[src/rtl/collision_pkg.sv]
// Shared constants for collision_resolver: FSM encoding, edge indices and
// field offsets inside a 72-bit per-edge statistics vector.
package collision_pkg;

  localparam int STATS_W = 72;

  typedef logic [1:0] state_t;
  typedef logic [1:0] edge_idx_t;

  localparam state_t ST_IDLE   = 2'd0;
  localparam state_t ST_EVAL   = 2'd1;
  localparam state_t ST_COMMIT = 2'd2;

  localparam edge_idx_t EDGE_TOP    = 2'd0;
  localparam edge_idx_t EDGE_BOTTOM = 2'd1;
  localparam edge_idx_t EDGE_RIGHT  = 2'd2;
  localparam edge_idx_t EDGE_LEFT   = 2'd3;

  // {max_R,max_G,max_B,min_R,min_G,min_B,avg_R,avg_G,avg_B}, MSB first
  localparam int OFF_MAX_R = 64;
  localparam int OFF_MAX_G = 56;
  localparam int OFF_MAX_B = 48;
  localparam int OFF_MIN_R = 40;
  localparam int OFF_MIN_G = 32;
  localparam int OFF_MIN_B = 24;
  localparam int OFF_AVG_R = 16;
  localparam int OFF_AVG_G = 8;
  localparam int OFF_AVG_B = 0;

  function automatic logic [7:0] abs_diff(input logic [7:0] a, input logic [7:0] b);
    logic [8:0] d;
    d = {1'b0, a} - {1'b0, b};
    if (d[8]) d = {1'b0, b} - {1'b0, a};
    return d[7:0];
  endfunction

endpackage

[src/rtl/color_match.sv]
// Combinational wall-colour matcher for one edge statistics vector.
// Optional spread check compiled in with COLLISION_SPREAD_CHECK_EN.
module color_match
  import collision_pkg::*;
#(
  parameter logic [7:0] WALL_R     = 8'd0,
  parameter logic [7:0] WALL_G     = 8'd0,
  parameter logic [7:0] WALL_B     = 8'd255,
  parameter logic [7:0] TOL        = 8'd16,
  parameter logic [7:0] SPREAD_MAX = 8'd32
) (
  input  logic [STATS_W-1:0] stats,
  output logic               hit
);

  logic [7:0] avg_r, avg_g, avg_b;
  logic       avg_ok;

  assign avg_r = stats[OFF_AVG_R +: 8];
  assign avg_g = stats[OFF_AVG_G +: 8];
  assign avg_b = stats[OFF_AVG_B +: 8];

  assign avg_ok = (abs_diff(avg_r, WALL_R) <= TOL) &&
                  (abs_diff(avg_g, WALL_G) <= TOL) &&
                  (abs_diff(avg_b, WALL_B) <= TOL);

`ifdef COLLISION_SPREAD_CHECK_EN
  // max < min means the edge saw no samples, which never counts as wall
  function automatic logic spread_ok(input logic [7:0] mx, input logic [7:0] mn);
    return (mx >= mn) && ((mx - mn) <= SPREAD_MAX);
  endfunction

  assign hit = avg_ok &&
               spread_ok(stats[OFF_MAX_R +: 8], stats[OFF_MIN_R +: 8]) &&
               spread_ok(stats[OFF_MAX_G +: 8], stats[OFF_MIN_G +: 8]) &&
               spread_ok(stats[OFF_MAX_B +: 8], stats[OFF_MIN_B +: 8]);
`else
  logic unused_spread_fields;
  assign unused_spread_fields = ^{stats[STATS_W-1:OFF_MIN_B], SPREAD_MAX};
  assign hit = avg_ok;
`endif

endmodule

[src/rtl/collision_resolver.sv]
// Snapshots four edge statistics on frame_end, matches them one per cycle
// against the wall colour and applies per-edge hit hysteresis.
// Optional spread check: define COLLISION_SPREAD_CHECK_EN.
//
// state     | meaning
// ST_IDLE   | waiting for frame_end
// ST_EVAL   | matching snapshot[idx], idx 0..3
// ST_COMMIT | update hit counters, blocked flags, pulse result_valid
module collision_resolver
  import collision_pkg::*;
#(
  parameter logic [7:0] WALL_R     = 8'd0,
  parameter logic [7:0] WALL_G     = 8'd0,
  parameter logic [7:0] WALL_B     = 8'd255,
  parameter logic [7:0] TOL        = 8'd16,
  parameter int         HIT_FRAMES = 2,
  parameter logic [7:0] SPREAD_MAX = 8'd32
) (
  input  logic               clk,
  input  logic               rst,
  input  logic               frame_end,
  input  logic [STATS_W-1:0] stats_top,
  input  logic [STATS_W-1:0] stats_bottom,
  input  logic [STATS_W-1:0] stats_right,
  input  logic [STATS_W-1:0] stats_left,
  output logic               blocked_top,
  output logic               blocked_bottom,
  output logic               blocked_right,
  output logic               blocked_left,
  output logic               result_valid,
  output logic               busy,
  output logic               overrun
);

  localparam logic [2:0] HIT_MAX = 3'(HIT_FRAMES);

  state_t             state;
  edge_idx_t          idx;
  logic [STATS_W-1:0] snap [4];
  logic               hit_r [4];
  logic [2:0]         hit_cnt [4];
  logic [2:0]         cnt_next [4];
  logic [3:0]         blocked_r;
  logic               hit;

  color_match #(
    .WALL_R(WALL_R), .WALL_G(WALL_G), .WALL_B(WALL_B),
    .TOL(TOL), .SPREAD_MAX(SPREAD_MAX)
  ) u_match (
    .stats(snap[idx]),
    .hit  (hit)
  );

  // Saturating count on hit, instant clear on miss
  always_comb begin
    for (int e = 0; e < 4; e++) begin
      cnt_next[e] = 3'd0;
      if (hit_r[e]) cnt_next[e] = (hit_cnt[e] == HIT_MAX) ? hit_cnt[e] : hit_cnt[e] + 3'd1;
    end
  end

  always_ff @(posedge clk) begin
    if (rst) begin
      state        <= ST_IDLE;
      idx          <= 2'd0;
      blocked_r    <= 4'd0;
      result_valid <= 1'b0;
      overrun      <= 1'b0;
      for (int e = 0; e < 4; e++) begin
        snap[e]    <= '0;
        hit_r[e]   <= 1'b0;
        hit_cnt[e] <= 3'd0;
      end
    end else begin
      result_valid <= 1'b0;
      overrun      <= 1'b0;
      case (state)
        ST_IDLE: begin
          if (frame_end) begin
            snap[EDGE_TOP]    <= stats_top;
            snap[EDGE_BOTTOM] <= stats_bottom;
            snap[EDGE_RIGHT]  <= stats_right;
            snap[EDGE_LEFT]   <= stats_left;
            idx               <= 2'd0;
            state             <= ST_EVAL;
          end
        end
        ST_EVAL: begin
          if (frame_end) overrun <= 1'b1;
          hit_r[idx] <= hit;
          if (idx == EDGE_LEFT) state <= ST_COMMIT;
          else idx <= idx + 2'd1;
        end
        ST_COMMIT: begin
          if (frame_end) overrun <= 1'b1;
          for (int e = 0; e < 4; e++) begin
            hit_cnt[e]   <= cnt_next[e];
            blocked_r[e] <= (cnt_next[e] == HIT_MAX);
          end
          result_valid <= 1'b1;
          state        <= ST_IDLE;
        end
        default: state <= ST_IDLE;
      endcase
    end
  end

  assign blocked_top    = blocked_r[EDGE_TOP];
  assign blocked_bottom = blocked_r[EDGE_BOTTOM];
  assign blocked_right  = blocked_r[EDGE_RIGHT];
  assign blocked_left   = blocked_r[EDGE_LEFT];
  assign busy           = (state != ST_IDLE);

endmodule

[config.mk]
export PLATFORM = sky130hd
export DESIGN_NAME = collision_resolver
export DESIGN_NICKNAME = d
export VERILOG_FILES = /design/src/rtl/collision_pkg.sv /design/src/rtl/color_match.sv /design/src/rtl/collision_resolver.sv
export SDC_FILE = /design/constraint.sdc
export NUM_CORES = 1
export LEC_CHECK = 0
export CAP_MARGIN = 0
export CORE_ASPECT_RATIO = 1.25
export CORE_MARGIN = 2
export CORE_UTILIZATION = 39
export DETAILED_ROUTE_END_ITERATION = 8
export PLACE_DENSITY = 0.81
export SLEW_MARGIN = 20
export SYNTH_ARGS = -nofsm -noshare
export SYNTH_HDL_FRONTEND = slang
export SYNTH_SLANG_ARGS = --single-unit
[constraint.sdc]
create_clock -name clk -period 4.7 [get_ports clk]
set_clock_uncertainty 0.05 [all_clocks]
set_input_delay 1.41 -clock clk [delete_from_list [all_inputs] [get_ports clk]]
set_output_delay 1.41 -clock clk [all_outputs]
set_load 0.02 [all_outputs]
Fig. 1: run 1, placement by cell class
Bar = 20 um. Fill, decap, tap and diode cells in grey.
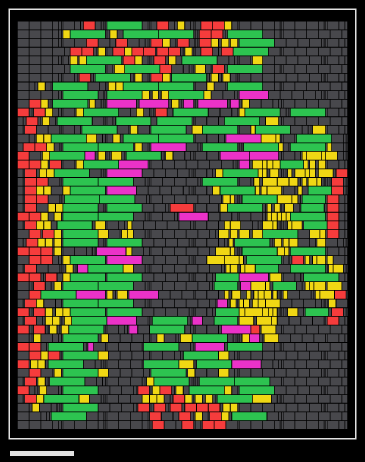
[clock drivers and dummy loads] magenta | cells: 32
[all other logic] yellow | cells: 247
[other buffers and delay cells] red | cells: 107
[flip-flops] green | cells: 124
Final Instance Area: 7170 um^2
Finished Core Util: 54.2%

Fig. 2: run 1, cell outlines without signal wires
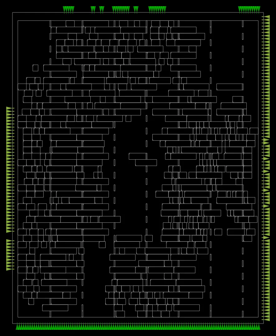
row count: 47
Finished Layout Cells: 681
n_taps: 171
Seq Cell Count: 124
Seq/total area: 50.3%

==> results.json, run 1 <==
{
  "run_status": "finished, final reports clean",
  "worstHoldPathType": "reg -> reg",
  "post_cts_resized": 0,
  "chipHeight_um": 134,
  "chip_area_um2": 14500,
  "rsz0062_at_grt": "no",
  "initial_core_util_pct": 39.9,
  "worstPathCellList": "inv_1 -> ha_1 -> inv_2 -> clkdlybuf4s50_1",
  "async_reset_ff_share_pct": 0,
  "power_leader": "clock",
  "wl_met3_um": 542,
  "min_from": "blocked_r[0]",
  "slew-limit-headroom_pct": 39.1,
  "comb_area_um2": 1590,
  "intPower_mw": 2.35,
  "min_period_ns": 3.30,
  "yosysWarnings": 0,
  "drt-initial-drc-count": 106,
  "crit_path_max_incr_delay_ns": 0.60,
  "fillers": 1082,
  "power_combinational_mw": 0.246,
  "synth.most_common_cell": "edfxtp_1"
}
Fig. 3: run 1, logic cells by family
Bar = 20 um.
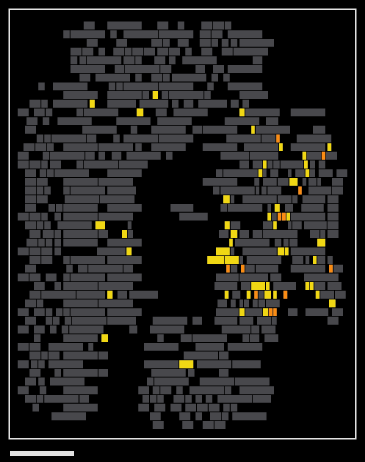
[inverters] orange | cells: 12 | most used: inv_1
[NOR gates] yellow | cells: 46 | most used: nor2_1
logic share of the area: 22.2%
most used logic cell in the final layout: edfxtp_1

Fig. 4: run 1, routed metal, one colour a layer
Bar = 20 um.
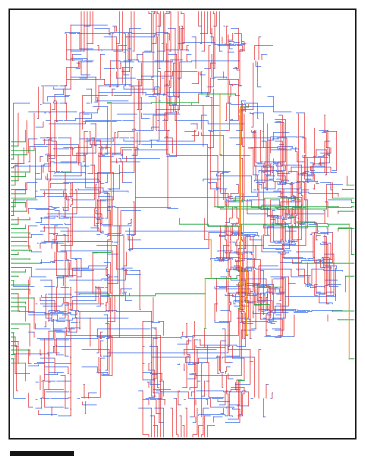
[met1] blue | wire length: 3960 um
[met3] green | wire length: 543 um
[met2] red | wire length: 5120 um
[met4] orange | wire length: 249 um
WL/cell: 14.5 um
Via Count: 3312
drt total wl: 9870 um

-- run 1: worst max path at each step --
| stage | startpoint | end | slack, ns | depth (start not counted) |
|---|---|---|---|---|
| 2_1_floorplan | rst | snap[0][0] | 0.54 | 2 |
| 3_3_place_gp | rst | snap[3][15] | 1.25 | 3 |
| 3_5_place_dp | rst | snap[3][14] | 1.19 | 3 |
| 4_1_cts | state[0] | busy | 1.38 | 4 |
| 5_1_grt | state[0] | busy | 1.30 | 4 |
| 6_report | state[0] | busy | 1.40 | 4 |
-- run 1: sequential cells by signal (all words and copies together), names as in the netlist, named ones only --
| signal | flops |
|---|---|
| snap | 96 |
| hit_cnt | 12 |
| blocked_r | 4 |
| idx | 2 |
| result_valid | 1 |
| state | 2 |
| hit_r | 4 |
| overrun | 1 |
==> run 1 -> run 2 <==
Clock period 4.7 ns to 3.3 ns, I/O delays scaled along.
==> run 2 against run 1 <==
Effect of this change: power rose by 38%; global-route usage fell by 0.17 points; via count fell by 0.82%; core utilization rose by 0.076 points; setup slack got worse by 0.97 ns; synthesized cell count did not move; largest cell class unchanged; largest power group is now registers.
==> results.json, run 2 <==
{
  "run_status": "finished, final reports clean",
  "power_combinational_mw": 0.363,
  "final_cells": 685,
  "reg_top3": "snap (96), hit_cnt (12)",
  "wl_met3_um": 481,
  "min_period_ns": 2.87,
  "largest_reg_flops": 96,
  "synth.most_common_cell": "edfxtp_1",
  "intPower_mw": 3.20,
  "yosysWarnings": 0,
  "crit_path_max_incr_delay_ns": 0.60,
  "worstHoldPathType": "reg -> reg",
  "async_reset_ff_share_pct": 0,
  "chip_area_um2": 14500,
  "fp-row-count": 47,
  "rsz0062_at_grt": "no",
  "final_area_um2": 7180,
  "post_cts_resized": 0,
  "layout.cells.most_common": "edfxtp_1",
  "slew-limit-headroom_pct": 39.9,
  "routedWlPerCell_um": 14.4
}
run 2: netlist changes by cell type in the layout (fill, tap and decap cells not counted), sizes merged:
cell	before	now
buf	2	6
clkinvlp	2	5
clkinv	3	1
bufinv	4	2
clkbuf	17	18
run 2: layout make-up:
type,count,area (um^2)
clock buffer,18,429
clock inverter,14,161
fill,1070,6050
inverter,12,45.0
multi-input combinational,235,1590
sequential,124,3600
tap,171,214
timing repair buffer,111,1130
run 2: worst paths after layout:
path,startpoint,to,cells after the start
hold / removal,blocked_r[0],blocked_r[0],2
hold reg to reg,blocked_r[0],blocked_r[0],2
setup reg to reg,flop,hit_r[3],4
setup / recovery,state[1],busy,4
run 2: critical path, delay by kind of cell, from the launching register on:
kind                       cells  cell delay [ns]
adders and majority gates      1             0.26
buffers and inverters          3             0.79
DFF                            1             0.37
Fig. 5: run 2, cell outlines without signal wires
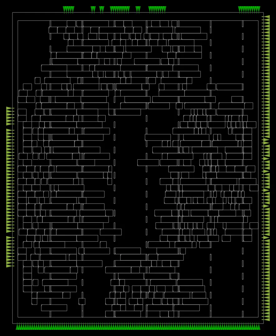
Finished Core Util: 54.3%
CORE AREA: 13200 um^2
Seq/total area: 50.2%

Fig. 6: run 2, signal wires on met4
Bar = 20 um.
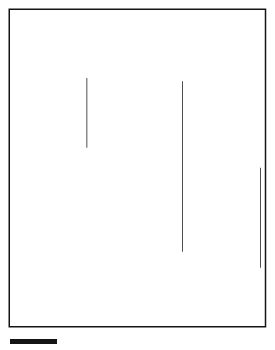
share of all routed wire: 1.5%
nets with wire on the layer: 2
main direction: vertical
longest straight run: 72.1 um
drt total wl: 9870 um
Via Count: 3285

Power and IR drop assume default switching activity.
